met1.png
Scale bar: 20 um.
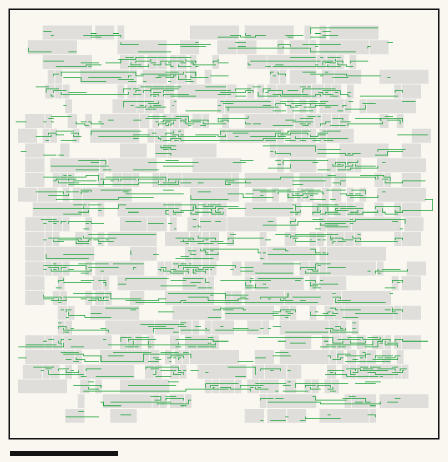
met2.png
Scale bar: 20 um.
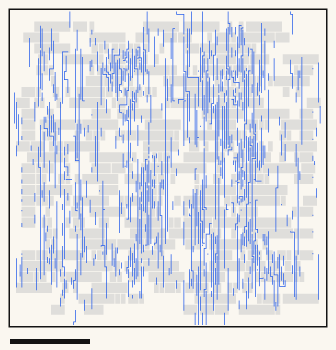
==> src/rtl/bin2bcd_pkg.sv <==
// Shared definitions for the sequential binary-to-BCD converter:
// FSM state encoding and default operand/digit sizes.
package bin2bcd_pkg;

   typedef enum logic [1:0] {
      IDLE  = 2'd0,
      SHIFT = 2'd1,
      DONE  = 2'd2
   } state_t;

   localparam int DEFAULT_W = 16;
   localparam int DEFAULT_D = 5;

endpackage

==> src/rtl/binary_to_bcd_seq_add3.sv <==
// Per-digit double-dabble correction: a nibble of 5 or more gets 3 added
// so that the following left shift carries cleanly into the next digit.
module bcd_add3 (
   input  logic [3:0] digit,
   output logic [3:0] corrected
);

   assign corrected = (digit >= 4'd5) ? digit + 4'd3 : digit;

endmodule

==> src/rtl/binary_to_bcd_seq.sv <==
// Sequential double-dabble converter: one add-3/shift iteration per clock,
// W iterations per conversion, with a held result register and done pulse.
module binary_to_bcd_seq
   import bin2bcd_pkg::*;
#(
   parameter int W = DEFAULT_W,
   parameter int D = DEFAULT_D
) (
   input  logic           clk,
   input  logic           rst,
   input  logic           start,
   input  logic [W-1:0]   bin,
   output logic           busy,
   output logic           done,
   output logic [4*D-1:0] bcd
);

   localparam int CW = $clog2(W + 1);
   localparam int SW = 4 * D + W;

   state_t        state;
   logic [CW-1:0] count;
   logic [SW-1:0] sreg;
   logic [4*D-1:0] corrected;
   logic [SW-1:0] pre_shift;
   logic [SW-1:0] shifted;

   // The BCD field sits above the binary field; each nibble is corrected
   // independently so no carry ever crosses a digit boundary.
   for (genvar g = 0; g < D; g++) begin : g_digit
      bcd_add3 u_add3 (
         .digit     (sreg[W + 4*g +: 4]),
         .corrected (corrected[4*g +: 4])
      );
   end

   assign pre_shift = {corrected, sreg[W-1:0]};
   assign shifted   = pre_shift << 1;

   // busy and done are registered alongside the state so they are clean
   // flop outputs rather than decodes of a multi-bit state vector.
   always_ff @(posedge clk or posedge rst) begin
      if (rst) begin
         state <= IDLE;
         count <= '0;
         sreg  <= '0;
         bcd   <= '0;
         busy  <= 1'b0;
         done  <= 1'b0;
      end else begin
         case (state)
            IDLE: begin
               if (start) begin
                  sreg  <= {{(4*D){1'b0}}, bin};
                  count <= '0;
                  state <= SHIFT;
                  busy  <= 1'b1;
                  done  <= 1'b0;
               end
            end
            SHIFT: begin
               sreg  <= shifted;
               count <= count + 1'b1;
               if (count == CW'(W - 1)) begin
                  bcd   <= shifted[SW-1:W];
                  state <= DONE;
                  done  <= 1'b1;
               end
            end
            DONE: begin
               state <= IDLE;
               busy  <= 1'b0;
               done  <= 1'b0;
            end
            default: begin
               state <= IDLE;
               busy  <= 1'b0;
               done  <= 1'b0;
            end
         endcase
      end
   end

endmodule

==> config.mk <==
export PLATFORM = sky130hd
export DESIGN_NAME = binary_to_bcd_seq
export DESIGN_NICKNAME = d
export VERILOG_FILES = /design/src/rtl/bin2bcd_pkg.sv /design/src/rtl/binary_to_bcd_seq_add3.sv /design/src/rtl/binary_to_bcd_seq.sv
export SDC_FILE = /design/constraint.sdc
export NUM_CORES = 1
export LEC_CHECK = 0
export ABC_AREA = 1
export CAP_MARGIN = 20
export CORE_UTILIZATION = 52
export DETAILED_ROUTE_END_ITERATION = 7
export GPL_TIMING_DRIVEN = 1
export PLACE_DENSITY = 0.72
export SYNTH_ARGS = -nofsm -noshare
export SYNTH_HDL_FRONTEND = slang
export SYNTH_SLANG_ARGS = --single-unit
==> constraint.sdc <==
create_clock -name clk -period 2.25 [get_ports clk]
set_clock_uncertainty 0.1 [all_clocks]
set_input_delay 0.225 -clock clk [delete_from_list [all_inputs] [get_ports clk]]
set_output_delay 0.225 -clock clk [all_outputs]
set_load 0.01 [all_outputs]
==> notes.md <==
From the run reports.

- The run finished with clean final reports.
- The post-route clock period utilization reads 80.6%.
- The smallest setup slack after layout reads 436 ps.
- The commonest non-fill, non-tap cell in the layout reads sky130_fd_sc_hd__nand2_1.
- The number of clock sinks is 64.
- The starting utilization of the core area reads 54.9%.
- The critical path start-end classification is register to register.
- The leakage component of the power was reported as 1.86 nW.
- The minimum clock period after layout reads 1810 ps.
- The number of diodes added for antenna fixing is 0.
- The final layout reports a setup TNS of 0 ps.
- The count of antenna-violating nets left after detailed routing is 0.
- According to the dpl log, the detail-placed design has an HPWL of 4.16 mm.
- The total detailed-routing wirelength reads 6.14 mm.
- For reference, the final report shows the max-slew violation count at 0.
- The routed design shows a via density per instance of 5.24.
- The height of the die is 79.0 um.
- The count of filler cells inserted in the layout reads 472.
- The final weighted congestion in routability-driven placement reads 0.837.
- The max-cap violation count is 0.
- The dominant synthesized flop cell is sky130_fd_sc_hd__dfrtp_1.
- The number of setup buffers added after CTS is 0.
- The post-synthesis register bit count reads 64.
- The instance count after placement with tap cells included is 475.
- The warning total across the stage logs reads 31.
- The tally of yosys warning messages is 0.
- The cell chosen for the clock root is sky130_fd_sc_hd__clkbuf_8.
- According to the finish report, the design has a final net count of 445.
- The top cell types in the final layout, fill and taps aside, are sky130_fd_sc_hd__nand2_1, sky130_fd_sc_hd__dfrtp_1, sky130_fd_sc_hd__nand3_1.
- The worst endpoint required time reads 2370 ps.
- The via count of the first global-routing pass is 2460.
- The total number of placement rows reads 27.
- The number of cells in Yosys stat is 370.
- After floorplanning, the die was sized to cover 6240 um^2.
- The average cell area after synthesis is 8.33 um^2.
- The number of cells upsized or downsized after cts reads 0.
- The DRC violation total left in the routed layout is recorded as 0.
- The overall die width reads 79.0 um.
- The post-detailed-placement cell area is 3520 um^2.
- The worst setup path is captured at a register.
- In this run the cell area of the synthesized design comes to 3080 um^2.
- Per the post-place timing report, worst setup slack is 447 ps.
- Clock tree synthesis inserted a total of 9 buffers.
- The layout summary lists the proportion of cells stronger than drive strength 1 as 7.16%.
- The worst pin sits at a relative slew slack of 63.0%.
- The layout-stage area growth over the synthesis result reads 21.1%.
- The area inside the core boundary is 5610 um^2.
- The H-tree depth reads 3.
- The count of final setup violators reads 0.
- The cell type contributing the most total cell area after synthesis reads sky130_fd_sc_hd__dfrtp_1.
- The total routing usage reported by global routing reads 22.5%.
- The portion of the post-synthesis area used by sequential elements is 52.0%.
- The number of standard cells in the layout, taps in and fillers out is 491.
- The worst endpoint data arrival time is 1940 ps.
- The first detailed-routing pass took 4 iterations.
- The transition time recorded at the tightest slew-check pin is 554 ps.
- The later-pin clock latency in the skew report is 340 ps.
- The overall overflow remaining after global route is 0.
- The post-route cell area reads 3730 um^2.
- The post-synth tally of flip-flops with integrated enable reads 0.
- STA classifies the critical path startpoint as a register.
Notes on met1.png above:
- share of all routed wire: 44%
- nets with wire on the layer: 396
- main direction: horizontal
- wire length on this layer: 2720 um
- longest straight run: 24.8 um

Notes on met2.png above:
- nets with wire on the layer: 335
- wire length on this layer: 3000 um

## final timing paths
| check | to | start | cells after the start | slack, ps |
|---|---|---|---|---|
| min | sreg[0] | rst | 2 | 120 |
| max | bcd[14] | count[0] | 8 | 440 |
| min reg2reg | bcd[6] | bcd[6] | 2 | 380 |
| max in group asynchronous | bcd[13] | rst | 3 | 1360 |
| min in group clk | sreg[0] | bin[0] | 3 | 340 |
| max reg2reg | bcd[14] | count[0] | 8 | 440 |
## synthesized netlist by cell type (3+ instances only)
cell type                 instances
sky130_fd_sc_hd__o22ai_1          7
sky130_fd_sc_hd__ha_1            12
sky130_fd_sc_hd__dfrtp_1         64
sky130_fd_sc_hd__nand4_1         10
sky130_fd_sc_hd__o21ai_0         18
sky130_fd_sc_hd__nor2_1           9
sky130_fd_sc_hd__nand3_1         52
sky130_fd_sc_hd__inv_2            3
sky130_fd_sc_hd__inv_1           26
sky130_fd_sc_hd__nand2_1        149
sky130_fd_sc_hd__buf_2            3
sky130_fd_sc_hd__buf_6            6
## cells by family (layout without fill, tap and decap cells)
kind of cell    after synthesis  after routing  synth area share (%)
simple gates                225            225                  31.5
flops                        64             64                  52.0
buf+inv                      41             90                  6.62
compound gates               28             28                  5.00
fa+ha+maj                    12             12                  4.87
## critical path, stage by stage (launching register included)
cell                      delay [ps]
sky130_fd_sc_hd__dfrtp_1         410
sky130_fd_sc_hd__ha_1            220
sky130_fd_sc_hd__nand2_1          80
sky130_fd_sc_hd__nor2_1           40
sky130_fd_sc_hd__ha_1            210
sky130_fd_sc_hd__nand2_4         240
sky130_fd_sc_hd__inv_2           200
sky130_fd_sc_hd__nand3_1         130
sky130_fd_sc_hd__nand2_1          60
## stage by stage
| stage | hold slack, ps | util (%) |
|---|---|---|
| floorplan | 242 | - |
| global placement | 358 | 62.8 |
| detailed placement | 365 | 62.8 |
| CTS | 129 | 66.5 |
| global route | 161 | 66.5 |
| finish | 115 | 66.5 |
## per-layer routing
| metal | global-route usage (%) | routed length, um |
|---|---|---|
| met5 | 0 | 0 |
| met4 | 12.2 | 122 |
| met3 | 5.06 | 293 |
| met2 | 38.4 | 3000 |
| met1 | 26.1 | 2720 |
## area by class of cell
| class | instances | area (um^2) | share of cell area [%] |
|---|---|---|---|
| sequential | 64 | 1600 | 42.9 |
| inverter | 30 | 114 | 3.05 |
| clock buffer | 11 | 151 | 4.06 |
| tap | 72 | 90.1 | 2.42 |
| multi-input combinational | 265 | 1270 | 34.2 |
| clock inverter | 5 | 55.1 | 1.48 |
| timing repair buffer | 44 | 443 | 11.9 |
## report_power, final
group          internal, mW  leakage, nW  total (mW)  switching (mW)
sequential             1.64        0.800        1.95           0.315
combinational         0.886        0.962        2.19            1.31
clock                 0.568        0.101        1.01           0.443
## state kept, by name, indices dropped and copies added, names as in the netlist
name   count
state      1
done       1
sreg      36
busy       1
count      5
bcd       20
No activity file was given, so power comes from the tool's default toggle rates.
